Fig. 1: run 1, wires at chosen ports, followed through buffers
Drawn at 4 px/um.
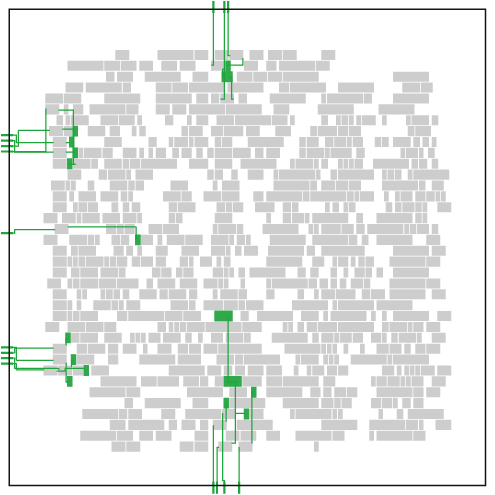
Fig. 2: run 1, signal wires by layer
Drawn at 3 px/um. Only two layers are drawn.
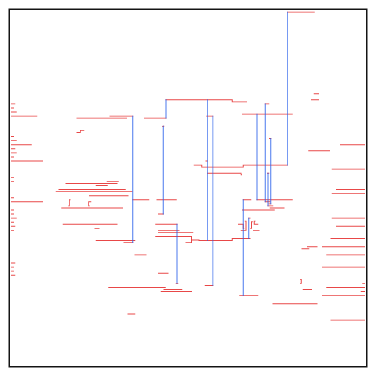
Fig. 3: run 1, wire density map
Drawn at 3 px/um. The die is cut into 24 by 24 equal tiles; dark blue is low, red is high, scaled to the fullest tile. Values are wire area over tile area, all layers added.
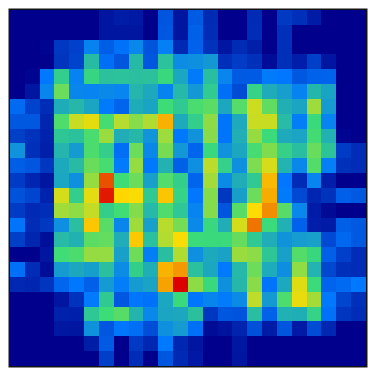
Fig. 4: run 1, sequential cells colored by netlist name
Drawn at 4 px/um.
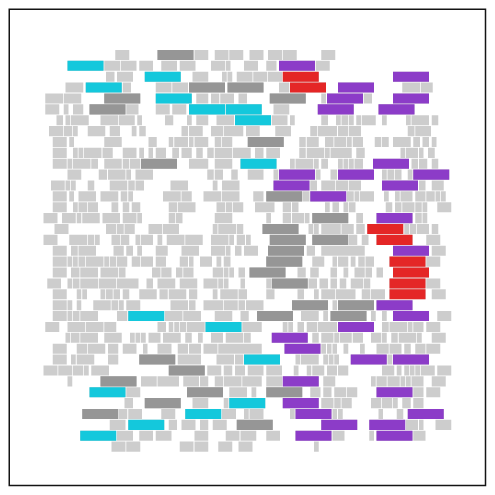
`src/rtl/lspwm_gate_driver.sv`:
```
// Level-shifted PWM gate driver for a 2-cell cascaded H-bridge: buffered reference,
// registered compares, per-leg dead-time; optional latched fault shutdown (LSPWM_FAULT_EN).
module lspwm_gate_driver #(
   parameter int CARRIER_WIDTH = 16,
   parameter int DT_WIDTH      = 8
) (
   input  logic                     clk,
   input  logic                     rst_n,
   input  logic                     enable,
   input  logic [CARRIER_WIDTH-1:0] ref_in,
   input  logic                     ref_valid,
   input  logic [CARRIER_WIDTH-1:0] carrier1,
   input  logic [CARRIER_WIDTH-1:0] carrier2,
   input  logic                     sync_pulse,
   input  logic [DT_WIDTH-1:0]      deadtime,
   input  logic                     fault_n,
   input  logic                     fault_clr,
   output logic [7:0]               gate_out,
   output logic                     fault_active
);

   localparam logic [CARRIER_WIDTH-1:0] REF_MIN = {1'b1, {(CARRIER_WIDTH-1){1'b0}}};
   localparam logic [CARRIER_WIDTH-1:0] REF_MAX = {1'b0, {(CARRIER_WIDTH-1){1'b1}}};
   localparam logic [DT_WIDTH-1:0]      DT_ZERO = {DT_WIDTH{1'b0}};
   localparam logic [DT_WIDTH-1:0]      DT_ONE  = {{(DT_WIDTH-1){1'b0}}, 1'b1};

   // Leg pair encoding: bit0 = high switch, bit1 = low switch.
   function automatic logic [1:0] leg_drive(input logic cmd);
      if (cmd) begin
         leg_drive = 2'b01;
      end else begin
         leg_drive = 2'b10;
      end
   endfunction

   logic [CARRIER_WIDTH-1:0] pending_r, active_ref_r, ref_eff_s, nref_s;
   logic [3:0]               cmd_s, cmd_r, on_r, tgt_r;
   logic                     cmd_valid_r, fault_next_s, halt_s;
   logic [DT_WIDTH-1:0]      cnt_r [4];
   logic [7:0]               gate_r;

   // Value active_ref takes at this edge; the compare uses it so a peak update costs no extra cycle.
   always_comb begin
      ref_eff_s = active_ref_r;
      if (sync_pulse && ref_valid) begin
         ref_eff_s = ref_in;
      end else if (sync_pulse || !enable) begin
         ref_eff_s = pending_r;
      end else begin
         ref_eff_s = active_ref_r;
      end
   end

   // Saturating negation and the four strict signed compares (legs A1, B1, A2, B2).
   always_comb begin
      if (ref_eff_s == REF_MIN) begin
         nref_s = REF_MAX;
      end else begin
         nref_s = {CARRIER_WIDTH{1'b0}} - ref_eff_s;
      end
      cmd_s[0] = $signed(ref_eff_s) > $signed(carrier1);
      cmd_s[1] = $signed(nref_s)    > $signed(carrier1);
      cmd_s[2] = $signed(ref_eff_s) > $signed(carrier2);
      cmd_s[3] = $signed(nref_s)    > $signed(carrier2);
   end

`ifdef LSPWM_FAULT_EN
   logic fault_active_r;

   // Fault latch: a low fault_n always wins over a clear request.
   always_comb begin
      if (fault_active_r) begin
         fault_next_s = !(fault_clr && fault_n);
      end else begin
         fault_next_s = !fault_n;
      end
   end

   // Fault latch register.
   always_ff @(posedge clk or negedge rst_n) begin
      if (!rst_n) begin
         fault_active_r <= 1'b0;
      end else begin
         fault_active_r <= fault_next_s;
      end
   end

   assign fault_active = fault_active_r;
`else
   logic unused_fault_s;
   assign unused_fault_s = fault_n ^ fault_clr;
   assign fault_next_s   = 1'b0;
   assign fault_active   = 1'b0;
`endif

   assign halt_s = !enable || fault_next_s;

   // Reference double buffer.
   always_ff @(posedge clk or negedge rst_n) begin
      if (!rst_n) begin
         pending_r    <= {CARRIER_WIDTH{1'b0}};
         active_ref_r <= {CARRIER_WIDTH{1'b0}};
      end else begin
         if (ref_valid) begin
            pending_r <= ref_in;
         end else begin
            pending_r <= pending_r;
         end
         active_ref_r <= ref_eff_s;
      end
   end

   // Compare stage; cmd_valid_r marks the first enabled cycle as a change from "off".
   always_ff @(posedge clk or negedge rst_n) begin
      if (!rst_n) begin
         cmd_r       <= 4'b0000;
         cmd_valid_r <= 1'b0;
      end else if (halt_s) begin
         cmd_r       <= 4'b0000;
         cmd_valid_r <= 1'b0;
      end else begin
         cmd_r       <= cmd_s;
         cmd_valid_r <= 1'b1;
      end
   end

   // Per-leg dead-time: a change (or leaving "off") loads D and holds both switches low.
   always_ff @(posedge clk or negedge rst_n) begin
      if (!rst_n) begin
         on_r   <= 4'b0000;
         tgt_r  <= 4'b0000;
         gate_r <= 8'h00;
         for (int i = 0; i < 4; i++) begin
            cnt_r[i] <= DT_ZERO;
         end
      end else begin
         for (int i = 0; i < 4; i++) begin
            if (halt_s || !cmd_valid_r) begin
               on_r[i]        <= 1'b0;
               tgt_r[i]       <= 1'b0;
               cnt_r[i]       <= DT_ZERO;
               gate_r[2*i +: 2] <= 2'b00;
            end else if (!on_r[i] || (cmd_r[i] != tgt_r[i])) begin
               on_r[i]  <= 1'b1;
               tgt_r[i] <= cmd_r[i];
               if (deadtime == DT_ZERO) begin
                  cnt_r[i]         <= DT_ZERO;
                  gate_r[2*i +: 2] <= leg_drive(cmd_r[i]);
               end else begin
                  cnt_r[i]         <= deadtime;
                  gate_r[2*i +: 2] <= 2'b00;
               end
            end else if (cnt_r[i] > DT_ONE) begin
               cnt_r[i]         <= cnt_r[i] - DT_ONE;
               gate_r[2*i +: 2] <= 2'b00;
            end else begin
               cnt_r[i]         <= DT_ZERO;
               gate_r[2*i +: 2] <= leg_drive(tgt_r[i]);
            end
         end
      end
   end

   assign gate_out = gate_r;

endmodule

```
`config.mk`:
```
export PLATFORM = sky130hd
export DESIGN_NAME = lspwm_gate_driver
export DESIGN_NICKNAME = d
export VERILOG_FILES = /design/src/rtl/lspwm_gate_driver.sv
export SDC_FILE = /design/constraint.sdc
export NUM_CORES = 1
export LEC_CHECK = 0
export CORE_MARGIN = 8
export CORE_UTILIZATION = 55
export CTS_CLUSTER_DIAMETER = 60
export DETAILED_ROUTE_END_ITERATION = 6
export PLACE_DENSITY_LB_ADDON = 0.25
export REMOVE_ABC_BUFFERS = 1
export SLEW_MARGIN = 20
export SYNTH_ARGS = -nofsm -noshare
export SYNTH_HDL_FRONTEND = slang
export SYNTH_SLANG_ARGS = --single-unit
```
`constraint.sdc`:
```
create_clock -name clk -period 6.8 [get_ports clk]
set_input_delay 0.68 -clock clk [delete_from_list [all_inputs] [get_ports clk]]
set_output_delay 0.68 -clock clk [all_outputs]
set_load 0.1 [all_outputs]
```
==> flow_summary.ini, run 1 <==
; physical design summary
[power_and_ir_drop]
seq_cell_power_uw = 571
power.internal_uw = 951.8
vdd_drop_max_v = 0.00009537
comb_power_share_pct = 32.0
power_leader = sequential cells

[clocking]
ctsResizeCount = 0

[layout]
utilization_pct = 66.19
diodes = 0
areaGrowthSynthToFinish_pct = 17.33
layout-drive-gt1-share_pct = 7.976

[setup_path]
cp_num_buf_inv = 2
reg2reg_depth = 14
required_ps = 7050
critical_path_class = in2reg
critPathLaunch = enable
critPathArrivalTime_ps = 5520
cp-end-kind = flop
worstPathCellList = clkdlybuf4s50_1 > buf_4 > nor2b_1 > a221o_1 > nor3_2 > and4bb_2 > nor3b_1 > mux2i_1 > ha_1 > a21o_1 > nand3_1 > a21oi_1 > a2111oi_0 > mux2i_1 > nor3_1

[yosys]
yosysUniqueCellTypes = 52
ys_seq_share_pct = 36.69
synthMostInstantiatedCell = dfrtp_1
synth_async_sr_flop_share_pct = 100.0
synth_warnings = 0
edf_count = 0
synthCells = 607

[timing]
period_needed_ps = 5270
timing.slew.headroom_pct = 25.19
hold_viol_final = 0
drv_slew = 0

[drt]
drtAntennaViolNets = 0

[floorplan]
fp-utilization_pct = 56.42

[status]
status = finished, final reports clean

[global_route]
grt_pass1_vias = 5038

[place]
place.gp.congestion = 0.9535
## Picture notes: Fig. 1
- green: carrier2 (bits 16; direction input; edge 9 left, 4 bottom, 3 top; end cells 17; buffers 16; wire 351 um)
IO Pins: 72
port bufs: 68

## Picture notes: Fig. 2
- red: met3 (wire length 700 um)
- blue: met4 (wire length 384 um)
total length of routed wires: 14890 um
all-layer global routing usage: 20.91%
vias: 4827
drt wl/cell: 18.32 um

## Picture notes: Fig. 3
- tiles over half the peak: 18%
- fullest tile: 0.62
- mean over tiles: 0.17
- nearly empty tiles: 18%
- densest ninth of the die: center

## Picture notes: Fig. 4
- cyan: active_ref_r (flops 16)
- purple: cnt_r (flops 32; where a column on the right)
- red: gate_out (flops 8; where middle right)

run 1: metal layers:
metal,share of wire [%],global-route usage (%)
met5,0,0
met2,50,37.34
met4,2.6,7.510
met1,43,24.62
met3,4.7,3.665
run 1: cells by family after synthesis:
group                      after synthesis  synth area share (%)
buffers and inverters                   67                 4.985
adders and majority gates               72                 15.54
AOI/OAI and AO/OA                      113                 13.12
other                                    1               0.06468
xor gates and xnor gates                28                 4.230
and+or+nand+nor                        202                 18.04
muxes                                   39                 7.337
DFF                                     85                 36.69
run 1: per-stage QoR:
step	hold WS, ps	setup WS [ps]	power [uW]
6_report	349.7	1530	1426
5_1_grt	433.1	1249	1504
4_1_cts	496.0	1610	1425
3_5_place_dp	482.9	1277	1029
3_3_place_gp	479.5	1288	1003
2_1_floorplan	384.4	2934	877.2
run 1: area by class of cell:
cell class | instances | area (um^2) | share of cell area, %
multi-input cells | 455 | 3392 | 49.86
clock buffers | 10 | 127.6 | 1.876
inverters | 50 | 187.7 | 2.759
well taps | 136 | 170.2 | 2.501
flip-flops and latches | 85 | 2127 | 31.27
repair buffers | 72 | 711.9 | 10.47
clock inverters | 5 | 86.33 | 1.269
run 1: sequential cells by signal, summed over array words and instances, names as in the netlist:
| signal | count |
|---|---|
| on_r | 4 |
| cmd_valid_r | 1 |
| cmd_r | 4 |
| gate_out | 8 |
| pending_r | 16 |
| active_ref_r | 16 |
| tgt_r | 4 |
| cnt_r | 32 |
run 1: worst paths after layout:
check / slack (ps) / end
min in group clk: 500 / gate_out[3]$_DFF_PN0_
max in group asynchronous: 5910 / active_ref_r[11]$_DFF_PN0_
min: 350 / cnt_r[4]$_DFF_PN0_
max reg2reg: 2830 / cmd_r[1]$_DFF_PN0_
max: 1530 / cmd_r[1]$_DFF_PN0_
min reg2reg: 500 / gate_out[3]$_DFF_PN0_
Fig. 5: run 1, placed standard cells
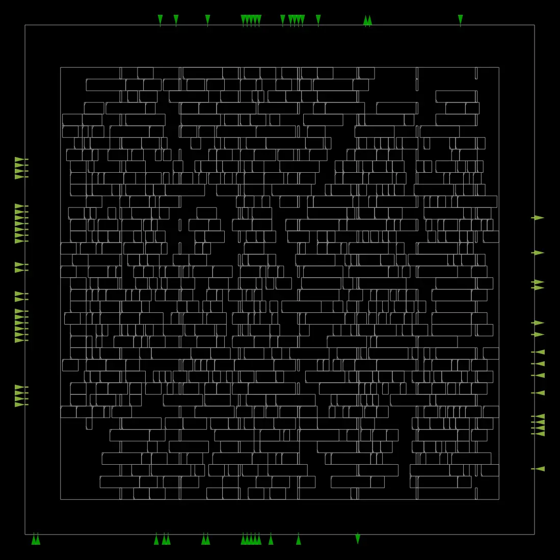

==> run 2: changes to the inputs <==
==> constraint.sdc (replaced) <==
create_clock -name clk -period 5.1 [get_ports clk]
set_input_delay 0.51 -clock clk [delete_from_list [all_inputs] [get_ports clk]]
set_output_delay 0.51 -clock clk [all_outputs]
set_load 0.1 [all_outputs]
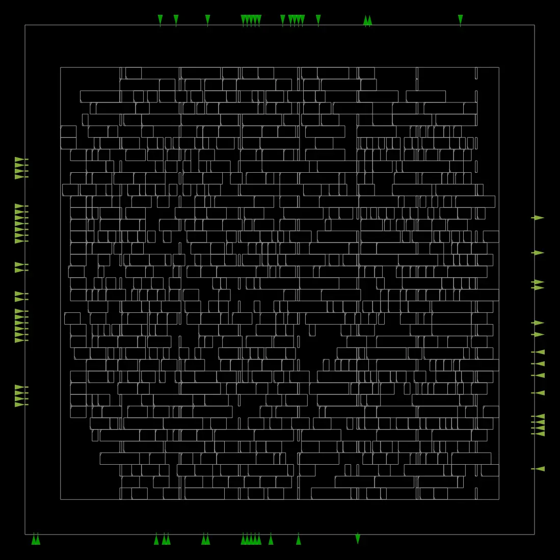
Fig. 6. Placed standard cells (run 2).
flop count: 85
sequential cell area share: 30.52%
final core occ: 67.81%
area of the core: 10280 um^2
num rows: 37

==> flow_summary.ini, run 2 <==
; physical design summary
[floorplan]
fp-utilization_pct = 56.42
ios = 72

[yosys]
synthCells = 607
yosysUniqueCellTypes = 52
synth_warnings = 0

[power_and_ir_drop]
seq_cell_power_uw = 761
power_leader = sequential cells

[setup_path]
required_ps = 5350
critical_path_class = in2reg

[place]
place_ws_ps = 450.6
place.gp.congestion = 1.053

[drt]
routed_wl_um = 14700
dr.max_layer_used = met4
route.met2.wl_um = 7497
wirelength_met1_um = 6243
vias = 4815

[layout]
regMostFlops = cnt_r
reg.largest.list = cnt_r x32, active_ref_r x16, pending_r x16
areaGrowthSynthToFinish_pct = 20.20
diodes = 0

[global_route]
grt_pass1_vias = 5038

[status]
status = finished, final reports clean

[timing]
drv_slew = 0
finalWorstSetupSlack_ps = 751.8
==> run 2: cell counts after synthesis <==
No cell type changed its count.
==> run 2: layer usage <==
| layer | GRT usage (%) | up-vias |
|---|---|---|
| met3 | 3.665 | 21 |
| met2 | 37.41 | 133 |
| met4 | 8.696 | 0 |
| li1 | - | 2345 |
| met5 | 0 | - |
| met1 | 25.17 | 2316 |
==> run 2: stage by stage <==
step	area (um^2)	cells	power, uW
final	6969	829	1994
after global routing	6969	829	2114
after CTS	6959	829	2000
after detailed placement	6700	813	1389
after global placement	6700	813	1361
after floorplan	5697	590	1170
==> run 2: layout make-up <==
cell class              instances  area (um^2)
repair buffers                 87        837.1
multi-input cells             455         3388
well taps                     136        170.2
clock inverters                 3        90.09
flip-flops and latches         85         2127
fillers                       858         3308
clock buffers                  13        168.9
inverters                      50        187.7
==> run 2: final timing paths <==
check	to	startpoint	depth (start not counted)	slack [ps]
worst max-delay path	cmd_r[1]$_DFF_PN0_	ref_valid	15	750
worst min-delay path	cnt_r[4]$_DFF_PN0_	rst_n	1	190
worst max register to register	cmd_r[1]$_DFF_PN0_	pending_r[2]$_DFFE_PN0P_	13	1310
worst min register to register	gate_out[1]$_DFF_PN0_	cmd_r[0]$_DFF_PN0_	1	480
max in group asynchronous	cnt_r[29]$_DFF_PN0_	rst_n	1	4380
min in group clk	gate_out[1]$_DFF_PN0_	cmd_r[0]$_DFF_PN0_	1	480
==> run 2: logic make-up after synthesis <==
logic type | Yosys count | share of synthesized area (%)
buffers and inverters | 67 | 4.985
xor gates and xnor gates | 28 | 4.230
muxes | 39 | 7.337
and+or+nand+nor | 202 | 18.04
other | 1 | 0.06468
AOI/OAI and AO/OA | 113 | 13.12
DFF | 85 | 36.69
adders and majority gates | 72 | 15.54
==> run 3: changes to the inputs <==
--- a/config.mk
+++ b/config.mk
@@ -8,6 +8,7 @@
 export CORE_MARGIN = 8
 export CORE_UTILIZATION = 55
 export CTS_CLUSTER_DIAMETER = 60
+export CTS_CLUSTER_SIZE = 30
 export DETAILED_ROUTE_END_ITERATION = 6
 export PLACE_DENSITY_LB_ADDON = 0.25
 export REMOVE_ABC_BUFFERS = 1
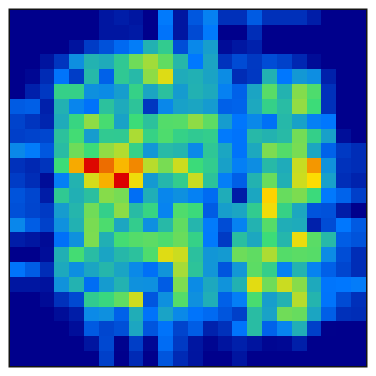
Fig. 7. Wire density map (run 3).
Drawn at 3 px/um. The die is cut into 24 by 24 equal tiles; dark blue is low, red is high, scaled to the fullest tile. Values are wire area over tile area, all layers added.
- tiles over half the peak: 15%
- fullest tile: 0.61
- nearly empty tiles: 18%
- mean over tiles: 0.16
total length of routed wires: 14700 um
drt wl/cell: 17.74 um
vias: 4815
all-layer global routing usage: 21.27%

==> flow_summary.ini, run 3 <==
; physical design summary
[drt]
drtAntennaViolNets = 0

[yosys]
synth_warnings = 0
synthAoiAreaFrac_pct = 13.12
yosysUniqueCellTypes = 52
ys_sh_adder_pct = 15.54
synthCells = 607
ys_seq_share_pct = 36.69
synthMuxAreaShare_pct = 7.337

[setup_path]
cp-end-kind = flop
critPathLaunch = ref_valid
r2r_start = pending_r[2]$_DFFE_PN0P_

[layout]
largest_register_ff_count = 32
diodes = 0
seqCellArea_um2 = 2127
regMostFlops = cnt_r
layout-drive-gt1-share_pct = 9.957
combGateArea_um2 = 3388

[power_and_ir_drop]
vdd_drop_max_v = 0.0001348

[timing]
timing.slew.headroom_pct = 35.17
hold_ws_ps = 189.4
hold_viol_final = 0

[global_route]
grt_pass1_vias = 5038

[status]
status = finished, final reports clean

[floorplan]
rows = 37
ios = 72

[place]
place.gp.congestion = 1.053
run 3: cell counts in the layout (fill, tap and decap cells not counted):
No cell type changed its count.
run 3: layout make-up:
type,instances,share of cell area [%]
well taps,136,2.442
multi-input cells,455,48.62
clock inverters,3,1.293
clock buffers,13,2.424
repair buffers,87,12.01
inverters,50,2.693
flip-flops and latches,85,30.52
run 3: per-stage QoR:
stage	cell area, um^2	std cells	setup WS, ps	utilization [%]	total power (uW)
after floorplan	5697	590	1404	-	1170
after global placement	6700	813	458.1	65.19	1361
after detailed placement	6700	813	450.6	65.19	1389
after CTS	6959	829	801.9	67.71	2000
after global routing	6969	829	514.5	67.81	2114
final	6969	829	751.8	67.81	1994
run 3: path summary, 6_finish.rpt:
kind | cells past startpoint | slack, ps | to
worst max-delay path | 15 | 750 | cmd_r[1]$_DFF_PN0_
worst min-delay path | 1 | 190 | cnt_r[4]$_DFF_PN0_
worst max register to register | 13 | 1310 | cmd_r[1]$_DFF_PN0_
worst min register to register | 1 | 480 | gate_out[1]$_DFF_PN0_
max in group asynchronous | 1 | 4380 | cnt_r[29]$_DFF_PN0_
min in group clk | 1 | 480 | gate_out[1]$_DFF_PN0_
run 3: power breakdown:
group / leakage, uW / internal, uW / switching (uW)
clock: 0.000130 / 366 / 242
combinational: 0.00212 / 284 / 342
sequential: 0.00109 / 727 / 34.6
total: 0.00334 / 1380 / 618
run 3: metal layers:
layer,wire [um],share of wire [%],GRT usage (%)
met1,6243,42,25.17
met4,289,2.0,8.696
met3,674,4.6,3.665
met5,0,0,0
met2,7497,51,37.41
run 3: logic make-up (layout without fill, tap and decap cells):
group           after synthesis  in the layout
simple gates                202            202
compound gates              113            113
flops                        85             85
fa+ha+maj                    72             72
buf+inv                      67            153
mux                          39             39
xor+xnor                     28             28
other cells                   1              1
No activity file was given, so power comes from the tool's default toggle rates.
